`src/rtl/pingpong_sram_writer.sv`:
```
// Ping-pong SRAM writer: streams producer words into the bank not being read,
// one stage at a time, and holds off the producer until the reader swaps banks.
module pingpong_sram_writer #(
    parameter int DATA_W = 32,
    parameter int ADDR_W = 8
) (
    input  logic              clk,
    input  logic              rst_n,
    input  logic              in_valid,
    input  logic [DATA_W-1:0] in_data,
    output logic              in_ready,
    input  logic [ADDR_W:0]   stage_len,
    input  logic              new_stage_trigger,
    input  logic              select_sram,
    output logic              status,
    output logic              sram_a_we,
    output logic [ADDR_W-1:0] sram_a_addr,
    output logic [DATA_W-1:0] sram_a_wdata,
    output logic              sram_b_we,
    output logic [ADDR_W-1:0] sram_b_addr,
    output logic [DATA_W-1:0] sram_b_wdata,
    output logic [ADDR_W:0]   words_written,
    output logic              err_swap
);

    typedef enum logic {FILL = 1'b0, FULL = 1'b1} state_e;

    localparam logic [ADDR_W:0] DEPTH_W = {1'b1, {ADDR_W{1'b0}}};

    state_e            state_q, state_d;
    logic              in_ready_q, in_ready_d;
    logic              status_q, status_d;
    logic              a_we_q, a_we_d;
    logic              b_we_q, b_we_d;
    logic [ADDR_W-1:0] addr_q, addr_d;
    logic [DATA_W-1:0] wdata_q, wdata_d;
    logic [ADDR_W:0]   wr_addr_q, wr_addr_d;
    logic [ADDR_W:0]   stage_len_q, stage_len_d;
    logic              sel_prev_q, sel_prev_d;
    logic              err_q, err_d;

    logic [ADDR_W:0]   len_eff;
    logic [ADDR_W:0]   wr_next;

    // Zero or oversized lengths mean a full bank, so the address never wraps.
    assign len_eff = ((stage_len == '0) || (stage_len > DEPTH_W)) ? DEPTH_W : stage_len;
    assign wr_next = wr_addr_q + 1'b1;

    always_comb begin
        // NOTE: every _d gets a default before any branch so no path leaves it unassigned and infers a latch.
        state_d     = state_q;
        in_ready_d  = in_ready_q;
        status_d    = status_q;
        a_we_d      = 1'b0;
        b_we_d      = 1'b0;
        addr_d      = addr_q;
        wdata_d     = wdata_q;
        wr_addr_d   = wr_addr_q;
        stage_len_d = stage_len_q;
        sel_prev_d  = select_sram;
        // in_ready_q is high exactly while an active FILL is accepting words.
        err_d       = err_q | (in_ready_q && (select_sram != sel_prev_q));

        unique case (state_q)
            FILL: begin
                if (!in_ready_q) begin
                    // First clock after reset release: open the stage.
                    in_ready_d  = 1'b1;
                    stage_len_d = len_eff;
                end else if (in_valid) begin
                    a_we_d    = select_sram;
                    b_we_d    = ~select_sram;
                    addr_d    = wr_addr_q[ADDR_W-1:0];
                    wdata_d   = in_data;
                    wr_addr_d = wr_next;
                    if (wr_next == stage_len_q) begin
                        state_d    = FULL;
                        status_d   = 1'b1;
                        in_ready_d = 1'b0;
                    end
                end
            end
            FULL: begin
                if (new_stage_trigger) begin
                    state_d     = FILL;
                    status_d    = 1'b0;
                    in_ready_d  = 1'b1;
                    wr_addr_d   = '0;
                    stage_len_d = len_eff;
                end
            end
            default: state_d = FILL;
        endcase
    end

    always_ff @(posedge clk or negedge rst_n) begin
        if (!rst_n) begin
            state_q     <= FILL;
            in_ready_q  <= 1'b0;
            status_q    <= 1'b0;
            a_we_q      <= 1'b0;
            b_we_q      <= 1'b0;
            addr_q      <= '0;
            wdata_q     <= '0;
            wr_addr_q   <= '0;
            stage_len_q <= DEPTH_W;
            sel_prev_q  <= 1'b0;
            err_q       <= 1'b0;
        end else begin
            // NOTE: non-blocking assignments so every flop samples pre-edge values regardless of statement order.
            state_q     <= state_d;
            in_ready_q  <= in_ready_d;
            status_q    <= status_d;
            a_we_q      <= a_we_d;
            b_we_q      <= b_we_d;
            addr_q      <= addr_d;
            wdata_q     <= wdata_d;
            wr_addr_q   <= wr_addr_d;
            stage_len_q <= stage_len_d;
            sel_prev_q  <= sel_prev_d;
            err_q       <= err_d;
        end
    end

    // Both banks see the same registered address/data; only the strobes differ.
    assign in_ready      = in_ready_q;
    assign status        = status_q;
    assign sram_a_we     = a_we_q;
    assign sram_a_addr   = addr_q;
    assign sram_a_wdata  = wdata_q;
    assign sram_b_we     = b_we_q;
    assign sram_b_addr   = addr_q;
    assign sram_b_wdata  = wdata_q;
    assign words_written = wr_addr_q;
    assign err_swap      = err_q;

endmodule

```
`config.mk`:
```
export PLATFORM = sky130hd
export DESIGN_NAME = pingpong_sram_writer
export DESIGN_NICKNAME = d
export VERILOG_FILES = /design/src/rtl/pingpong_sram_writer.sv
export SDC_FILE = /design/constraint.sdc
export NUM_CORES = 1
export LEC_CHECK = 0
export ABC_CLOCK_PERIOD_IN_PS = 2050
export CORE_ASPECT_RATIO = 0.75
export CORE_UTILIZATION = 35
export DETAILED_ROUTE_END_ITERATION = 12
export PLACE_DENSITY_LB_ADDON = 0.25
export SLEW_MARGIN = 25
export SYNTH_ARGS = -nofsm -noshare
export SYNTH_HDL_FRONTEND = slang
export SYNTH_SLANG_ARGS = --single-unit
```
`constraint.sdc`:
```
create_clock -name clk -period 2.05 [get_ports clk]
set_input_delay 0.41 -clock clk [delete_from_list [all_inputs] [get_ports clk]]
set_output_delay 0.41 -clock clk [all_outputs]
set_load 0.01 [all_outputs]
```
**Gate families picked out**

Drawn at 4 px/um.
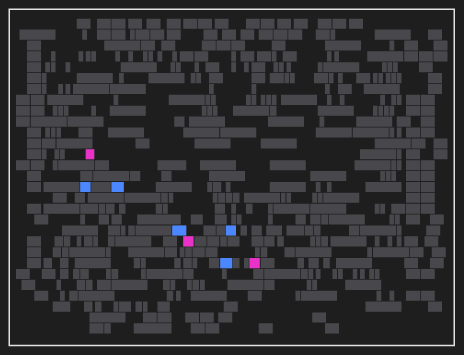
Key: blue = non-inverting ao/oa cells [cells 5, most used a21o_1]; magenta = and/or cells [cells 3]
fraction of standard cell area in multi-input logic: 23.8%
final instance count without filler cells: 573
most common cell after layout, fill and taps aside: sky130_fd_sc_hd__nand2_1

**Pin placement**

Drawn at 4 px/um. Pins as bars across the die edge, other pins in grey.
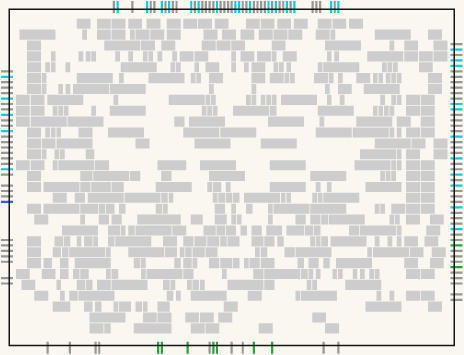
Key: green = `words_written` [pins 9, direction output, edge 7 south, 2 east]; blue = `new_stage_trigger` [pins 1, direction input, edge west]; cyan = `sram_a_wdata` [pins 32, direction output, edge 16 north, 11 east, 5 west]
width of the die: 111 um
count of input and output buffers: 139

**Drive-strength map**

Drawn at 4 px/um.
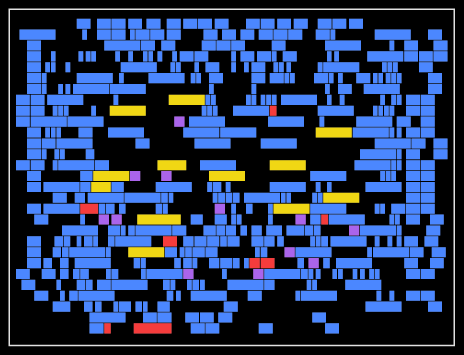
Key: yellow = x6 and larger [cells 12, share 2.6%]; purple = x3 and x4 [cells 12, share 2.6%]; red = x2 [cells 8, share 1.7%]; blue = x1 and smaller [cells 433, share 93%]
area overhead of the layout relative to synthesis: 50.1%
post-route design area: 4670 um2
minimum setup slack in the final design: 178 ps
Plain + repair buffers: 150

**Placed standard cells**

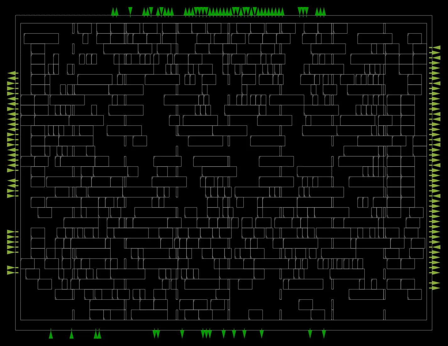
Seq/total area: 34.8%
Floorplan Core Area: 8530 um2
Tapcells: 108
Placement Rows: 29
Flops: 65

**I/O nets highlighted**

Drawn at 2 px/um.
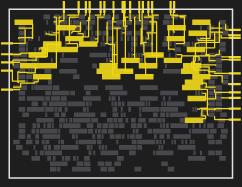
Key: yellow = `sram_a_wdata` [bits 32, direction output, edge 16 north, 11 east, 5 west, end cells 32, buffers 32, wire 1,010 um]
ports placed on the boundary: 140

==> impl_metrics.csv <==
group,metric,value,unit
timing,fin_worst_skew,5.50,ps
setup_path,rr_worst_depth,6,
routing,drt.antenna.violating_nets,0,
power_and_ir_drop,power-per-cell-area,1350,nW/um2
setup_path,worstSetupStartpointType,"flip-flop",
setup_path,worstReg2RegStart,"words_written[1]",
setup_path,worstPathArrival,1460,ps
routing,drt_pre_antenna_iters,5,
finish,fillCellCount,773,
finish,number_of_flip_flops_under_the_largest_register_name,32,
yosys,synth-seq-area-share,52.3,%
clock_tree,clock.latency.late_pin,320,ps
setup_path,worstSetupEndpointType,"primary output",
finish,sequential_cell_area,1630,um2
power_and_ir_drop,worst_case_vdd_ir_drop,0.632,mV
yosys,synthMostInstantiatedCell,"sky130_fd_sc_hd__nand2_1",
timing,maxSlewHeadroom,62.8,%
flow_run,drv.max_cap_violation_count,0,
placed_design,numPlacedInstances,557,
yosys,synth.distinct_cells,38,
timing,finalSetupTns,0,ps
yosys,syn-instance-count,353,
finish,multi_input_comb_cells,229,
finish,fin_nets,508,
routing,drt_first_iter_violations,126,
setup_path,critical_path_buf_inv_count,2,
routing,num_vias,2673,
finish,final_core_util,54.8,%
power_and_ir_drop,static-leakage-power,2.12,nW
clock_tree,cts-resized-gates,0,
yosys,synthTopCellsByCount,"sky130_fd_sc_hd__nand2_1 (139), sky130_fd_sc_hd__dfrtp_1 (64), sky130_fd_sc_hd__buf_4 (41)",
finish,nonClkBufAreaFrac,31.7,%
placed_design,place.gp.congestion,0.844,
finish,n_all_inverters,5,
finish,clk_share,6.37,%
clock_tree,cts_post_setup_buffers_inserted,0,
timing,worst-slew-pin-transition,559,ps
global_routing,antenna_found_initial,0,
setup_path,crit_fanout,8,
run_status,status,"complete, no violations",
setup_path,cell_by_cell_trace_of_the_critical_path,"buf_4 > clkdlybuf4s50_1",
global_routing,track_usage,17.3,%
clock_tree,cts-root-to-sink-buffers,2,
clock_tree,clock_tree.root_cell,"sky130_fd_sc_hd__clkbuf_16",
min_path,holdCritPathClass,"in2async",
yosys,yosysWarningCount,0,
global_routing,grt_max_degree,54,
clock_tree,cts_sinks,65,
global_routing,number_of_global_route_vias_before_repair,2569,
setup_path,reg2reg_slack,190,ps
clock_tree,path_clk_slew,50,ps
routing,totalWireLength,7640,um
timing,max_clock_freq,534,MHz
setup_path,worst_ep_required_time,1640,ps
yosys,synth.avg_cell_area,8.82,um2
setup_path,critical-path-max-stage-delay,540,ps
yosys,floorplan.nets,401,
clock_tree,htree_num_levels,3,
timing,period_needed,1870,ps
routing,detail_route.drc_violations,0,
yosys,asyncSetResetFlopFracSynth,100,%
routing,routed_wire_length_per_instance,13.3,um
yosys,synthDominantAreaCellType,"sky130_fd_sc_hd__dfrtp_1",
setup_path,critical_path.top_delay_family,"buffers and inverters",
routing,avgViaCountPerCell,4.66,
yosys,synth_top_area_share,51.4,%
clock_tree,cts_tree,"yes",
placed_design,dpl.hpwl,5600,um
yosys,main_area_contributors,"sky130_fd_sc_hd__dfrtp_1 (51%), sky130_fd_sc_hd__nand2_1 (17%), sky130_fd_sc_hd__buf_4 (9.9%)",
flow_run,log.warning_count,26,
finish,layout.clock_buffers,11,
timing,finalSetupViolations,0,
global_routing,grt_first_pass_wirelength,12700,um
power breakdown:
group          internal, W  switching [W]
logic              0.00150        0.00121
clock network     0.000969       0.000536
registers          0.00171       0.000386
total              0.00418        0.00213
per-stage QoR:
step,area [um2],total power (W),worst slack [ps]
2_1_floorplan,3110,0.00358,252
4_1_cts,4670,0.00639,166
6_report,4670,0.00631,178
5_1_grt,4670,0.00673,69.6
3_3_place_gp,4370,0.00481,80.2
3_5_place_dp,4370,0.00486,58.4
worst max path at each step:
stage / slack, ps / startpoint / cells after the start / endpoint
after floorplan: 250 / words_written[0] / 6 / in_ready
after global placement: 80 / stage_len[4] / 6 / stage_len_q[5]
after detailed placement: 60 / stage_len[0] / 6 / stage_len_q[3]
after CTS: 170 / words_written[3] / 2 / words_written[3]
after global routing: 70 / words_written[1] / 6 / in_ready
final: 180 / words_written[3] / 2 / words_written[3]
routing by layer:
layer	track usage, %	vias up	share of wire (%)
li1	-	1300	-
met1	22.5	1254	47
met2	26.4	113	44
met3	6.32	6	8.4
met4	5.94	0	1.2
met5	0	-	0
cells by family (layout without fill, tap and decap cells):
| logic type | after synthesis | after routing | share of synthesized area, % |
|---|---|---|---|
| simple gates | 178 | 178 | 24.2 |
| flops | 65 | 65 | 52.3 |
| buf+inv | 59 | 171 | 12.2 |
| compound gates | 36 | 36 | 6.83 |
| xor+xnor | 13 | 13 | 3.66 |
| fa+ha+maj | 2 | 2 | 0.804 |
cell usage in the layout (no fill, tap or decap), drive strengths merged, types with 2 or more instances in the layout:
cell	count
ha	2
buf	12
clkinvlp	2
clkbuf	11
nor3	4
inv	5
nand3	6
nand3b	2
o21ai	23
dfrtp	64
xnor2	8
a21o	2
a21oi	2
xor2	5
nor4	3
o31ai	2
clkdlybuf4s50	138
clkinv	2
nand2	139
nand2b	9
nor2	8
Power and IR drop assume default switching activity.
